`src/rtl/fifo_pkg.sv`:
```
// Shared FIFO definitions: default address width and Gray-code helpers.
// Used by both the write-pointer and read-pointer blocks.
package fifo_pkg;

    localparam int ASIZE_DEF = 4;

    function automatic logic [31:0] bin2gray(input logic [31:0] b);
        return b ^ (b >> 1);
    endfunction

    function automatic logic [31:0] gray2bin(input logic [31:0] g);
        logic [31:0] b;
        b[31] = g[31];
        for (int i = 30; i >= 0; i--) begin
            b[i] = b[i+1] ^ g[i];
        end
        return b;
    endfunction

endpackage

```
`src/rtl/fifo_sync_r2w.sv`:
```
// Two-flop synchronizer bringing the Gray read pointer into wclk.
// Resets synchronously to zero.
module fifo_sync_r2w #(
    parameter int W = 5
) (
    input  logic         clk,
    input  logic         rst,
    input  logic [W-1:0] d,
    output logic [W-1:0] q
);

    logic [W-1:0] q1;

    always_ff @(posedge clk) begin
        if (rst) begin
            q1 <= '0;
            q  <= '0;
        end else begin
            q1 <= d;
            q  <= q1;
        end
    end

endmodule

```
`src/rtl/fifo_wptr_full.sv`:
```
// Write-side pointer, full/almost-full flags, level and overflow
// tracking for an asynchronous FIFO.
module fifo_wptr_full
    import fifo_pkg::*;
#(
    parameter int ASIZE     = ASIZE_DEF,
    parameter int AF_THRESH = 2**ASIZE - 2
) (
    input  logic             wclk,
    input  logic             wrst,
    input  logic             winc,
    input  logic [ASIZE:0]   rptr,
    output logic             wen,
    output logic [ASIZE-1:0] waddr,
    output logic [ASIZE:0]   wptr,
    output logic             wfull,
    output logic             walmost_full,
    output logic [ASIZE:0]   wlevel,
    output logic             wovf
);

    localparam logic [ASIZE:0] AF_LVL = (ASIZE+1)'(AF_THRESH);

    logic [ASIZE:0] wbin;
    logic [ASIZE:0] wbin_next;
    logic [ASIZE:0] wgray_next;
    logic [ASIZE:0] wq2_rptr;
    logic [ASIZE:0] rbin;
    logic [ASIZE:0] wlevel_next;
    logic           wfull_next;

    fifo_sync_r2w #(
        .W(ASIZE+1)
    ) u_sync (
        .clk(wclk),
        .rst(wrst),
        .d  (rptr),
        .q  (wq2_rptr)
    );

    assign wen        = winc & ~wfull;
    assign waddr      = wbin[ASIZE-1:0];
    assign wbin_next  = wbin + {{ASIZE{1'b0}}, wen};
    assign wgray_next = (ASIZE+1)'(bin2gray(32'(wbin_next)));
    assign rbin       = (ASIZE+1)'(gray2bin(32'(wq2_rptr)));
    assign wlevel_next = wbin_next - rbin;

    // Full when write pointer has lapped the read pointer by one depth
    assign wfull_next = (wgray_next ==
        {~wq2_rptr[ASIZE:ASIZE-1], wq2_rptr[ASIZE-2:0]});

    always_ff @(posedge wclk) begin
        if (wrst) begin
            wbin         <= '0;
            wptr         <= '0;
            wfull        <= 1'b0;
            wlevel       <= '0;
            walmost_full <= 1'b0;
            wovf         <= 1'b0;
        end else begin
            wbin         <= wbin_next;
            wptr         <= wgray_next;
            wfull        <= wfull_next;
            wlevel       <= wlevel_next;
            walmost_full <= (wlevel_next >= AF_LVL);
            wovf         <= wovf | (winc & wfull);
        end
    end

endmodule
```
`config.mk`:
```
export PLATFORM = sky130hd
export DESIGN_NAME = fifo_wptr_full
export DESIGN_NICKNAME = d
export VERILOG_FILES = /design/src/rtl/fifo_pkg.sv /design/src/rtl/fifo_sync_r2w.sv /design/src/rtl/fifo_wptr_full.sv
export SDC_FILE = /design/constraint.sdc
export NUM_CORES = 1
export LEC_CHECK = 0
export CAP_MARGIN = 20
export CORE_ASPECT_RATIO = 1.1
export CORE_MARGIN = 2
export CORE_UTILIZATION = 43
export CTS_CLUSTER_SIZE = 12
export DETAILED_ROUTE_END_ITERATION = 6
export GPL_TIMING_DRIVEN = 0
export HOLD_SLACK_MARGIN = 0.08
export PLACE_DENSITY_LB_ADDON = 0.1
export SYNTH_ARGS = -nofsm -noshare
export SYNTH_HDL_FRONTEND = slang
export SYNTH_SLANG_ARGS = --single-unit
```
`constraint.sdc`:
```
create_clock -name wclk -period 2.4 [get_ports wclk]
set_input_delay 0.48 -clock wclk [delete_from_list [all_inputs] [get_ports wclk]]
set_output_delay 0.48 -clock wclk [all_outputs]
set_load 0.03 [all_outputs]
```
Figure 1. Placement view (run 1).
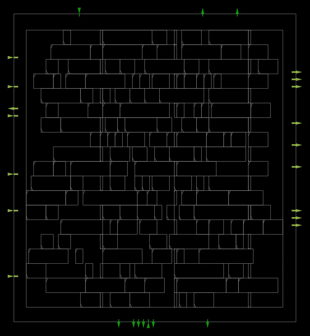
tap cell count: 31
Seq/total area: 32.6%
row count: 19

Figure 2. Pin map (run 1).
The bar under the picture is 20 µm long. Pins as bars across the die edge, other pins in grey.
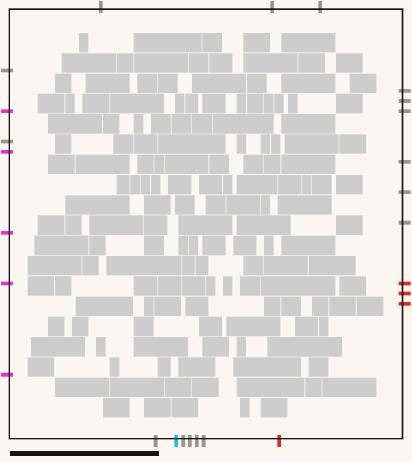
Key: rptr = magenta [pins 5, direction input, edge left]; wovf = cyan [pins 1, direction output, edge bottom]; waddr = red [pins 4, direction output, edge 3 right, 1 bottom]
All pins by edge: 9 right, 7 left, 7 bottom, 3 top.
Die Y-Extent: 57.4 µm
die width: 52.6 µm
I/O Buffers: 24

Figure 3. Routed metal, one colour a layer (run 1).
The bar under the picture is 20 µm long.
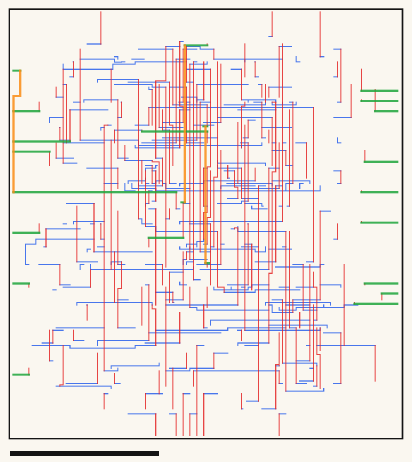
Key: M3 = green [wire length 102 µm]; M1 = blue [wire length 881 µm]; M4 = orange [wire length 56.7 µm]; M2 = red [wire length 1190 µm]
Avg WL per Cell: 12.1 µm
GRT Overall Usage: 16.5%
final WL: 2.23 mm
via count: 855

Figure 4. Cell sizes after repair (run 1).
The bar under the picture is 20 µm long.
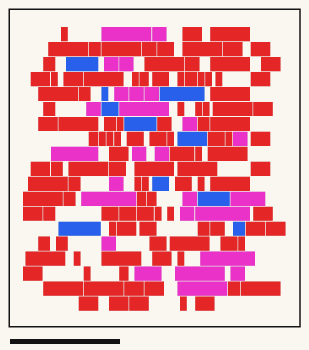
Key: x3 and x4 = magenta [cells 26, share 17%, most used buf_4]; x1 and smaller = red [cells 117, share 76%, most used dfxtp_1]; x2 = blue [cells 10, share 6.5%, most used xor2_2]

==> deck_impl_summary.md, run 1 <==
Physical Implementation Snapshot

Yosys
  • Commonest cells in the netlist: dfxtp_1, nor2_1, nor2b_1, xnor2_1
  • Syn Nets: about 130
  • Synth area leader: dfxtp_1
  • Avg Inst Size Synth: between 9 and 10 µm²
  • Synth Seq Share: 48.4%
  • Top_reg_cell synth: dfxtp_1
  • Yosys cell types: 24
  • Top non-seq family: simple AND/OR/NAND/NOR gates
  • Post-synthesis mux area share: 0.897%
  • Synth warn: 0
  • Yosys chip area: between 0.001 and 0.0015 mm²
  • Registers, synthesis: 27
  • Dominant cell area share: 48.4%
  • Syn Std Cell Area: ~0.0011 mm²
  • XORs/XNORs by Area: between 10% and 20%
  • Async set-or-reset flop fraction in the synthesized netlist: 0%
  • Simple-Gate Fraction of Synth Area: 17.6%

GRT
  • Initial antenna violation count: 0
  • First-pass GRT wire length: 3.61 mm
  • Met2 Usage GRT: ~30%

Placed design
  • Placed Area: 0.00142 mm²
  • Detailed placer's ending HPWL: 1.40 mm

Pwr
  • Switching Share: 31.3%
  • Peak supply drop: between 500 and 600 µV
  • Psw: 332 µW
  • Power Density: 633 mW/mm²

Clock tree
  • Num Clock Sinks: 27
  • # hold bufs at CTS: 0
  • H-tree levels: 1

Die
  • FP Util: 45.1%
  • Die area: just over 0.003 mm²

Flow run
  • MaxCap Viol Count: 0

STA
  • Rel. slew slack: around 72%
  • Least-Margin Pin Slew: 0.423 ns
  • Fin worst setup slack: -0.0952 ns
  • Max Freq: 401 MHz
  • Final hold vios: 0
  • Min Tclk post-route: 2.50 ns
  • Final Setup Violations: 1
  • Cycle use final: 104%
  • Unrepaired setup endpoints after global routing: true
  • Setup_tns: -0.0952 ns

Worst setup path
  • CP max stage delay: 0.48 ns
  • CP arrival: 2.72 ns
  • CP dominant cell by count: ha_4
  • Crit path DRT: 2.62 ns
  • CP delay by family, top: AND-OR/OR-AND gates
  • Buffer-and-inverter tally for the worst setup path: 2
  • Slowest cell on crit path: clkdlybuf4s50_1

Detailed routing
  • Vias per cell: 4.65
  • Antenna-violating nets left: 0
  • # DRC: 0

Run status
  • Status: finished with violations
  • Failing checks: setup timing

Cells and area
  • # nets final: 169
  • Area growth, synth to finish: 49.9%
  • Antenna diodes: 0
  • Share of cells above drive strength 1: between 20% and 30%
  • Final instance area: 0.00167 mm²
## run 1: cell usage in the layout, fill, tap and decap left out, types with 3 or more instances in the layout
master | synthesis | layout
dfxtp_1 | 27 | 25
clkdlybuf4s50_1 | 0 | 24
nor2_1 | 15 | 15
buf_4 | 0 | 13
nor2b_1 | 13 | 12
xnor2_1 | 9 | 9
inv_1 | 7 | 6
clkbuf_1 | 3 | 4
ha_4 | 0 | 4
xor2_2 | 0 | 3
nand2_1 | 4 | 3
xor2_1 | 7 | 3
clkbuf_4 | 0 | 3
## run 1: flip-flops by register name (all words and copies together) (netlist names)
signal,cells
u_sync.q,5
wlevel,5
wovf,1
walmost_full,1
wptr,5
u_sync.q1,5
wbin,4
wfull,1
## run 1: worst paths after layout
check / start / endpoint / slack, ns / cells after the start
max: winc / walmost_full$_SDFF_PP0_ / -0.1 / 12
min: u_sync.q1[3]$_SDFF_PP0_ / u_sync.q[3]$_SDFF_PP0_ / 0.45 / 1
max reg2reg: u_sync.q[4]$_SDFF_PP0_ / walmost_full$_SDFF_PP0_ / -0.08 / 11
min reg2reg: u_sync.q1[3]$_SDFF_PP0_ / u_sync.q[3]$_SDFF_PP0_ / 0.45 / 1
## run 1: power groups by stage
| stage | logic, µW | registers [µW] | clock network (µW) |
|---|---|---|---|
| 2_1_floorplan | 129 | 578 | 0 |
| 5_1_grt | 383 | 512 | 222 |
| 3_3_place_gp | 286 | 512 | 0 |
| 3_5_place_dp | 288 | 514 | 0 |
| 6_report | 356 | 507 | 197 |
| 4_1_cts | 320 | 507 | 208 |
## run 1: logic make-up (layout without fill, tap and decap cells)
kind of cell | count (synthesis) | count (layout)
XOR/XNOR | 18 | 18
multiplexers | 1 | 1
buffers and inverters | 10 | 51
flip-flops | 27 | 27
AND-OR/OR-AND | 10 | 10
adder cells (fa/ha/maj) | 7 | 7
AND/OR/NAND/NOR | 39 | 39
## run 1: area by class of cell
class | instances | area, µm²
Tap cell | 31 | 38.8
Inverter | 7 | 26.3
Fill cell | 196 | 800
Multi-Input combinational cell | 75 | 687
Sequential cell | 27 | 546
Clock buffer | 4 | 26.3
Timing Repair Buffer | 37 | 338
Buffer | 3 | 11.3
## run 1: timing repair
action,4_1_cts,5_1_grt
setup endpoints to repair,3,3
pin swaps,7,9
resized,13,8
buffers inserted,9,4
## run 1: layer usage
layer  wire length, µm  vias up
met5                 0        -
met4                56        0
met3               102        6
met2              1190       24
met1               880      395
li1                  -      430
## run 1: per-stage QoR
step / instances / hold slack [ns] / util, % / setup slack, ns
CTS: 180 / 0.453 / 65.0 / 0.00166
finish: 184 / 0.450 / 67.7 / -0.0952
floorplan: 112 / 0.414 / - / 0.0129
global route: 184 / 0.462 / 67.7 / -0.231
global placement: 167 / 0.418 / 57.5 / -0.527
detailed placement: 167 / 0.420 / 57.5 / -0.555
==> run 2, diff against run 1 <==
--- a/config.mk
+++ b/config.mk
@@ -11,7 +11,6 @@
 export CORE_UTILIZATION = 43
 export CTS_CLUSTER_SIZE = 12
 export DETAILED_ROUTE_END_ITERATION = 6
-export GPL_TIMING_DRIVEN = 0
 export HOLD_SLACK_MARGIN = 0.08
 export PLACE_DENSITY_LB_ADDON = 0.1
 export SYNTH_ARGS = -nofsm -noshare
==> run 2 against run 1 <==
The flow now finishes without violations. Worst hold slack improved by 0.00072 ns. Clock skew fell by 0.0057 ns. Sequential cell count is the same. Fmax rose by 6.7%. Combinational power about the same. Final area shrank 0.90%. Clock power about the same. Synthesized cell count is the same. Critical path depth fell by 1. Cell count increased by 3.3%. First-iteration DRC count rose by 140%. Setup slack gained 0.16 ns. Critical path type is now flop to flop. Critical endpoint unchanged.
==> deck_impl_summary.md, run 2 <==
Physical Implementation Snapshot

STA
  • Final Setup Violations: 0 (was 1)
  • Final hold vios: 0 (unchanged)
  • Cycle use final: 97.5% (was 104%)
  • Rel. slew slack: 75.6% (was 71.8%)
  • Min Tclk post-route: 2.34 ns (was 2.50 ns)
  • Least-Margin Pin Slew: 0.365 ns (was 0.423 ns)
  • Unrepaired setup endpoints after global routing: true (unchanged)
  • Max Freq: 427 MHz (was 401 MHz)

Yosys
  • Avg Inst Size Synth: 9.96 µm² (unchanged)
  • Yosys cell types: 24 (unchanged)
  • Dominant cell area share: 48.4% (unchanged)
  • Async set-or-reset flop fraction in the synthesized netlist: 0% (unchanged)
  • Registers, synthesis: 27 (unchanged)
  • Ys cells: 112 (unchanged)
  • Top_reg_cell synth: dfxtp_1 (unchanged)
  • Synth area leader: dfxtp_1 (unchanged)
  • Synth Seq Share: 48.4% (unchanged)
  • Syn Nets: 127 (unchanged)
  • Syn Std Cell Area: 0.00112 mm² (unchanged)
  • Yosys chip area: 0.00112 mm² (unchanged)
  • Commonest cells in the netlist: dfxtp_1, nor2_1, nor2b_1, xnor2_1 (unchanged)
  • Synth warn: 0 (unchanged)

Detailed routing
  • Avg WL per Cell: 11.8 µm (was 12.1 µm)
  • Via count: 887 (was 855)
  • # DRC: 0 (unchanged)
  • Final WL: 2.25 mm (was 2.23 mm)
  • Vias per cell: 4.67 (was 4.65)
  • Antenna-violating nets left: 0 (unchanged)

Die
  • FP Util: 45.1% (unchanged)
  • Die width: 52.6 µm (unchanged)
  • Die area: 0.00302 mm² (unchanged)
  • Die Y-Extent: 57.4 µm (unchanged)
  • Row count: 19 (unchanged)

Clock tree
  • H-tree levels: 1 (unchanged)
  • # hold bufs at CTS: 0 (unchanged)
  • Insertion Delay late pin: 0.32 ns (was 0.33 ns)
  • Num Clock Sinks: 27 (unchanged)

Worst setup path
  • Crit path DRT: 2.67 ns (was 2.62 ns)
  • CP arrival: 2.61 ns (was 2.72 ns)
  • Reg2reg start: u_sync.q[4]$_SDFF_PP0_ (unchanged)
  • Register-to-register setup slack: 0.06 ns (was -0.08 ns)

Cells and area
  • # nets final: 175 (was 169)
  • Final instance area: 0.00166 mm² (was 0.00167 mm²)
  • Most frequent logic cell in the layout: dfxtp_1 (unchanged)
  • Antenna diodes: 0 (unchanged)
  • Most frequent cells in the layout: dfxtp_1, clkdlybuf4s50_1, buf_4 (was dfxtp_1, clkdlybuf4s50_1, nor2_1)
  • Area growth, synth to finish: 48.5% (was 49.9%)
  • Post-Route Utilization: 67.1% (was 67.7%)
  • Share of cells above drive strength 1: 25.2% (was 23.5%)

Flow run
  • MaxCap Viol Count: 0 (unchanged)

Run status
  • Status: complete, no violations (was finished with violations)

GRT
  • First-pass GRT wire length: 3.76 mm (was 3.61 mm)
  • GRT Overall Usage: 16.8% (was 16.5%)
  • Initial antenna violation count: 0 (unchanged)

Placed design
  • I/O Buffers: 25 (was 24)
  • Detailed placer's ending HPWL: 1.66 mm (was 1.40 mm)
  • Placed Area: 0.00154 mm² (was 0.00142 mm²)

Pwr
  • Internal cell power: 727 µW (about the same)
  • Peak supply drop: 472 µV (was 513 µV)
  • Switching Share: 30.9% (was 31.3%)
  • Power Density: 635 mW/mm² (was 633 mW/mm²)

Min path
  • HP Start: u_sync.q1[4]$_SDFF_PP0_ (was u_sync.q1[3]$_SDFF_PP0_)
[run 2: cell counts after synthesis]
No cell type changed its count.
[run 2: cell families after synthesis]
group	after synthesis	synth area share (%)
compound gates	10	5.72
xor+xnor	18	15.5
fa+ha+maj	7	8.52
buf+inv	10	3.36
flops	27	48.4
mux	1	0.897
simple gates	39	17.6
[run 2: final cells by class]
class	instances	area [µm²]	area share, %
clock inverters	1	5.00	0.302
clock buffers	3	22.5	1.36
flip-flops and latches	27	546	32.9
multi-input cells	75	616	37.1
repair buffers	46	404	24.4
well taps	31	38.8	2.34
inverters	7	26.3	1.58
[run 2: what timing repair did]
action / CTS / global route
resized: 8 / 5
buffers inserted: 4 / 1
gates cloned: 0 / 0
pin swaps: 7 / 4
setup endpoints to repair: 2 / 2
[run 2: final timing paths]
kind,end,depth (start not counted)
setup / recovery,walmost_full$_SDFF_PP0_,11
hold / removal,u_sync.q[4]$_SDFF_PP0_,1
setup reg to reg,walmost_full$_SDFF_PP0_,11
hold reg to reg,u_sync.q[4]$_SDFF_PP0_,1
[run 2: power groups by stage]
stage | clock (µW) | combinational, µW | sequential (µW)
after floorplan | 0 | 129 | 578
after global routing | 220 | 380 | 510
after CTS | 201 | 345 | 506
final | 194 | 353 | 506
after detailed placement | 0 | 330 | 515
after global placement | 0 | 323 | 514
[run 2: critical path: stages, from the launching register on]
cell and delay [ns]:
dfxtp_4 0.39, xnor2_4 0.20, xor2_2 0.22, xor2_2 0.19, xnor2_1 0.09, ha_2 0.19
fa_2 0.34, nor2b_1 0.12, o21ai_1 0.10, a21o_1 0.18, a21oi_2 0.14, o21bai_1 0.12
[run 2: routing by layer]
metal,GRT usage (%),wire [µm]
met1,19.4,937
met5,0,0
met4,7.69,20
met2,29.6,1210
met3,2.62,85
[run 2: through the flow]
step                      setup slack (ns)  hold WS, ns  instances  setup TNS, ns  power [µW]
after floorplan                     0.0129        0.414        112              0         708
after global placement              -0.283        0.419        181         -0.932         837
after detailed placement            -0.401        0.427        181          -1.31         845
after CTS                          -0.0145        0.454        189        -0.0145        1050
after global routing               -0.0424        0.464        190        -0.0424        1110
final                               0.0604        0.450        190              0        1050
Figure 5. Routed metal, one colour a layer (run 2).
The bar under the picture is 20 µm long.
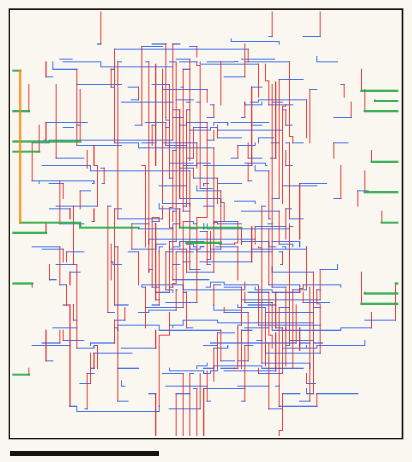
Key: M1 = blue [wire length 938 µm]; M4 = orange [wire length 20.4 µm]; M3 = green [wire length 85.3 µm]; M2 = red [wire length 1210 µm]

Figure 6. Placement view (run 2).
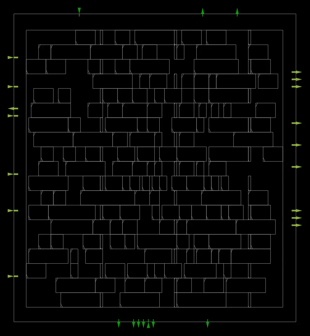
fill cell count: 218
Seq/total area: 32.9%
Flops: 27
Final Instance Count excl. Fillers: 190

==> run 3, diff against run 2 <==
--- a/config.mk
+++ b/config.mk
@@ -13,6 +13,7 @@
 export DETAILED_ROUTE_END_ITERATION = 6
 export HOLD_SLACK_MARGIN = 0.08
 export PLACE_DENSITY_LB_ADDON = 0.1
+export REMOVE_ABC_BUFFERS = 1
 export SYNTH_ARGS = -nofsm -noshare
 export SYNTH_HDL_FRONTEND = slang
 export SYNTH_SLANG_ARGS = --single-unit
==> run 3 against run 2 <==
The run now ends with setup timing left. Power is 2.0% higher. Critical path depth is 1 higher. Register-to-register slack worse by 0.03 ns. Highest routed layer unchanged. Setup slack worse by 0.065 ns. First-iteration DRC count is 11% higher. Count of clock-buffer cells in the layout stayed put. Cell count is 1.6% higher. Sequential share of layout area is 1.1 points lower.
==> deck_impl_summary.md, run 3 <==
Physical Implementation Snapshot

Yosys
  • Top_reg_cell synth: dfxtp_1 (unchanged)
  • Dominant cell area share: 48.4% (unchanged)
  • Registers, synthesis: 27 (unchanged)
  • Synth area leader: dfxtp_1 (unchanged)
  • Ys cells: 112 (unchanged)
  • Async set-or-reset flop fraction in the synthesized netlist: 0% (unchanged)
  • Synth Seq Share: 48.4% (unchanged)
  • Commonest cells in the netlist: dfxtp_1, nor2_1, nor2b_1, xnor2_1 (unchanged)
  • Synth warn: 0 (unchanged)
  • Yosys cell types: 24 (unchanged)

Worst setup path
  • R2R cell count: 11 (unchanged)
  • Setup crit start: winc (was u_sync.q[4]$_SDFF_PP0_)
  • Worst r2r dst: walmost_full$_SDFF_PP0_ (unchanged)
  • Buffer-and-inverter tally for the worst setup path: 2 (was 0)
  • End of the critical path: walmost_full$_SDFF_PP0_ (unchanged)
  • Register-to-register setup slack: 0.03 ns (was 0.06 ns)
  • Critical path cell sequence: clkdlybuf4s50_1 > nor2b_4 > ha_4 > nand2_1 > xor2_1 > inv_1 > ha_1 > nor2b_2 > o21ai_2 > a21o_1 > a21oi_2 > o21bai_1 (was xnor2_4 > xor2_2 > xor2_2 > xnor2_1 > ha_2 > fa_2 > nor2b_1 > o21ai_1 > a21o_1 > a21oi_2 > o21bai_1)
  • Reg2reg start: u_sync.q[4]$_SDFF_PP0_ (unchanged)
  • Crit path DRT: 2.63 ns (was 2.67 ns)
  • CP delay by family, top: buffers and inverters (was XOR/XNOR gates)

Run status
  • Status: finished with violations (was complete, no violations)
  • Failing checks: setup timing

Die
  • Die Y-Extent: 57.4 µm (unchanged)
  • Die area: 0.00302 mm² (unchanged)
  • FP Util: 45.1% (unchanged)
  • Die width: 52.6 µm (unchanged)
  • Row count: 19 (unchanged)

Cells and area
  • Flop area: 548 µm² (was 546 µm²)
  • Most frequent logic cell in the layout: dfxtp_1 (unchanged)
  • Antenna diodes: 0 (unchanged)
  • Fill cell count: 198 (was 218)
  • Area growth, synth to finish: 54.5% (was 48.5%)
  • Logic area: 652 µm² (was 616 µm²)
  • Share of cells above drive strength 1: 29.6% (was 25.2%)

STA
  • Cycle use final: 100% (was 97.5%)
  • Unrepaired setup endpoints after global routing: true (unchanged)
  • Min Tclk post-route: 2.41 ns (was 2.34 ns)
  • Final hold vios: 0 (unchanged)
  • Fin worst setup slack: -0.00501 ns (was 0.0604 ns)
  • WHS: 0.458 ns (was 0.450 ns)
  • Rel. slew slack: 77.4% (was 75.6%)
  • Least-Margin Pin Slew: 0.338 ns (was 0.365 ns)
  • Final Setup Violations: 1 (was 0)
  • Max Freq: 416 MHz (was 427 MHz)

Pwr
  • Switching Share: 31.3% (was 30.9%)
  • Pwr Total: 1070 µW (was 1050 µW)

Detailed routing
  • Avg WL per Cell: 11.9 µm (was 11.8 µm)
  • # DRC: 0 (unchanged)
  • Antenna-violating nets left: 0 (unchanged)
  • Final WL: 2.30 mm (was 2.25 mm)
  • Vias per cell: 4.64 (was 4.67)

Placed design
  • I/O Buffers: 25 (unchanged)
  • Setup WS pre-CTS: -0.518 ns (was -0.401 ns)

GRT
  • GRT Overall Usage: 17.3% (was 16.8%)
  • Initial antenna violation count: 0 (unchanged)

Clock tree
  • Num Clock Sinks: 27 (unchanged)
  • # hold bufs at CTS: 0 (unchanged)
  • Insertion Delay late pin: 0.32 ns (about the same)

Flow run
  • MaxCap Viol Count: 0 (unchanged)
[run 3: final cells by class]
type	instances	share of cell area, %
Multi-Input combinational cell	75	37.8
Tap cell	31	2.25
Inverter	7	1.52
Sequential cell	27	31.8
Clock inverter	1	0.290
Timing Repair Buffer	49	25.0
Clock buffer	3	1.31
[run 3: per-stage QoR]
stage	area, µm²	TNS, ns	std cells
floorplan	1100	-1.18	109
global placement	1540	-1.39	185
detailed placement	1540	-1.83	185
CTS	1660	0	190
global route	1720	-0.312	193
finish	1720	-0.00501	193
[run 3: worst min path at each step]
stage / end / slack [ns] / startpoint / cells after the start
after global routing: u_sync.q[0]$_SDFF_PP0_ / 0.47 / u_sync.q1[0]$_SDFF_PP0_ / 1
after global placement: u_sync.q[3]$_SDFF_PP0_ / 0.42 / u_sync.q1[3]$_SDFF_PP0_ / 1
final: u_sync.q[4]$_SDFF_PP0_ / 0.46 / u_sync.q1[4]$_SDFF_PP0_ / 1
after floorplan: u_sync.q[0]$_SDFF_PP0_ / 0.41 / u_sync.q1[0]$_SDFF_PP0_ / 1
after CTS: u_sync.q[3]$_SDFF_PP0_ / 0.45 / u_sync.q1[3]$_SDFF_PP0_ / 1
after detailed placement: u_sync.q[1]$_SDFF_PP0_ / 0.43 / u_sync.q1[1]$_SDFF_PP0_ / 1
[run 3: power by group through the flow]
stage | combinational, µW | sequential [µW] | clock [µW]
2_1_floorplan | 121 | 577 | 0
3_3_place_gp | 326 | 512 | 0
3_5_place_dp | 330 | 514 | 0
4_1_cts | 353 | 506 | 203
5_1_grt | 401 | 510 | 227
6_report | 370 | 506 | 197
[run 3: kinds of logic after synthesis]
logic type / count (synthesis) / synth area share [%]
DFF: 27 / 48.4
buffers and inverters: 10 / 3.36
AOI/OAI and AO/OA: 10 / 5.72
and+or+nand+nor: 39 / 17.6
adders and majority gates: 7 / 8.52
muxes: 1 / 0.897
xor gates and xnor gates: 18 / 15.5
[run 3: what timing repair did]
item,CTS,global route
pin swaps,6,12
setup buffers,1,3
resized,17,9
setup endpoints to repair,3,3
[run 3: layer usage]
layer / vias up / GRT usage (%) / share of wire (%)
li1: 452 / - / -
met1: 423 / 20.6 / 42
met2: 19 / 29.3 / 54
met3: 2 / 3.40 / 3.1
met4: 0 / 8.42 / 1.0
met5: - / 0 / 0
[run 3: worst register-to-register path, stage by stage (launching register included)]
cell and delay, ns:
dfxtp_4 0.39, xnor2_4 0.20, xor2_2 0.24, xor2_2 0.20, xnor2_1 0.10, ha_2 0.19, fa_2 0.35, nor2b_2 0.14
o21ai_2 0.08, a21o_1 0.16, a21oi_2 0.14, o21bai_1 0.12
Figure 7. Met3 routing (run 3).
The bar under the picture is 20 µm long.
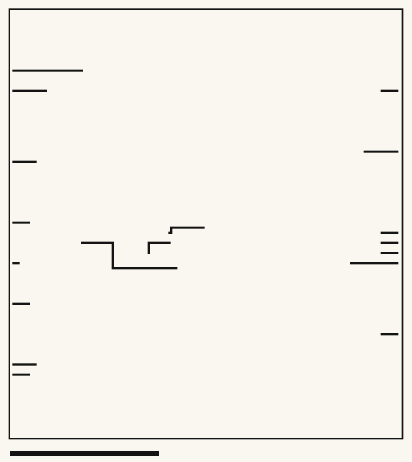
The layer holds 3.2% of the routed length. The layer carries 72.8 µm of wire. The wires run mostly horizontal. The longest straight run is 9.20 µm.

Figure 8. Pin map (run 3).
The bar under the picture is 20 µm long. Pins as bars across the die edge, other pins in grey.
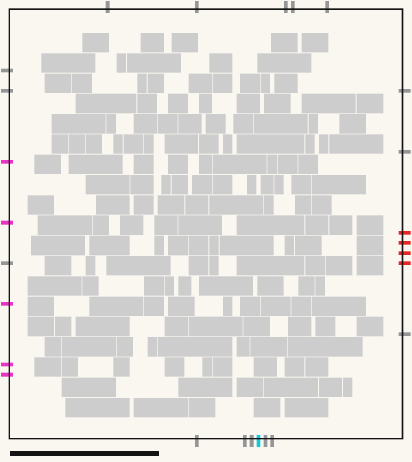
Key: wovf = cyan [pins 1, direction output, edge bottom]; rptr = magenta [pins 5, direction input, edge left]; waddr = red [pins 4, direction output, edge right]
All pins by edge: 8 left, 7 right, 6 bottom, 5 top.

No activity file was given, so power comes from the tool's default toggle rates.
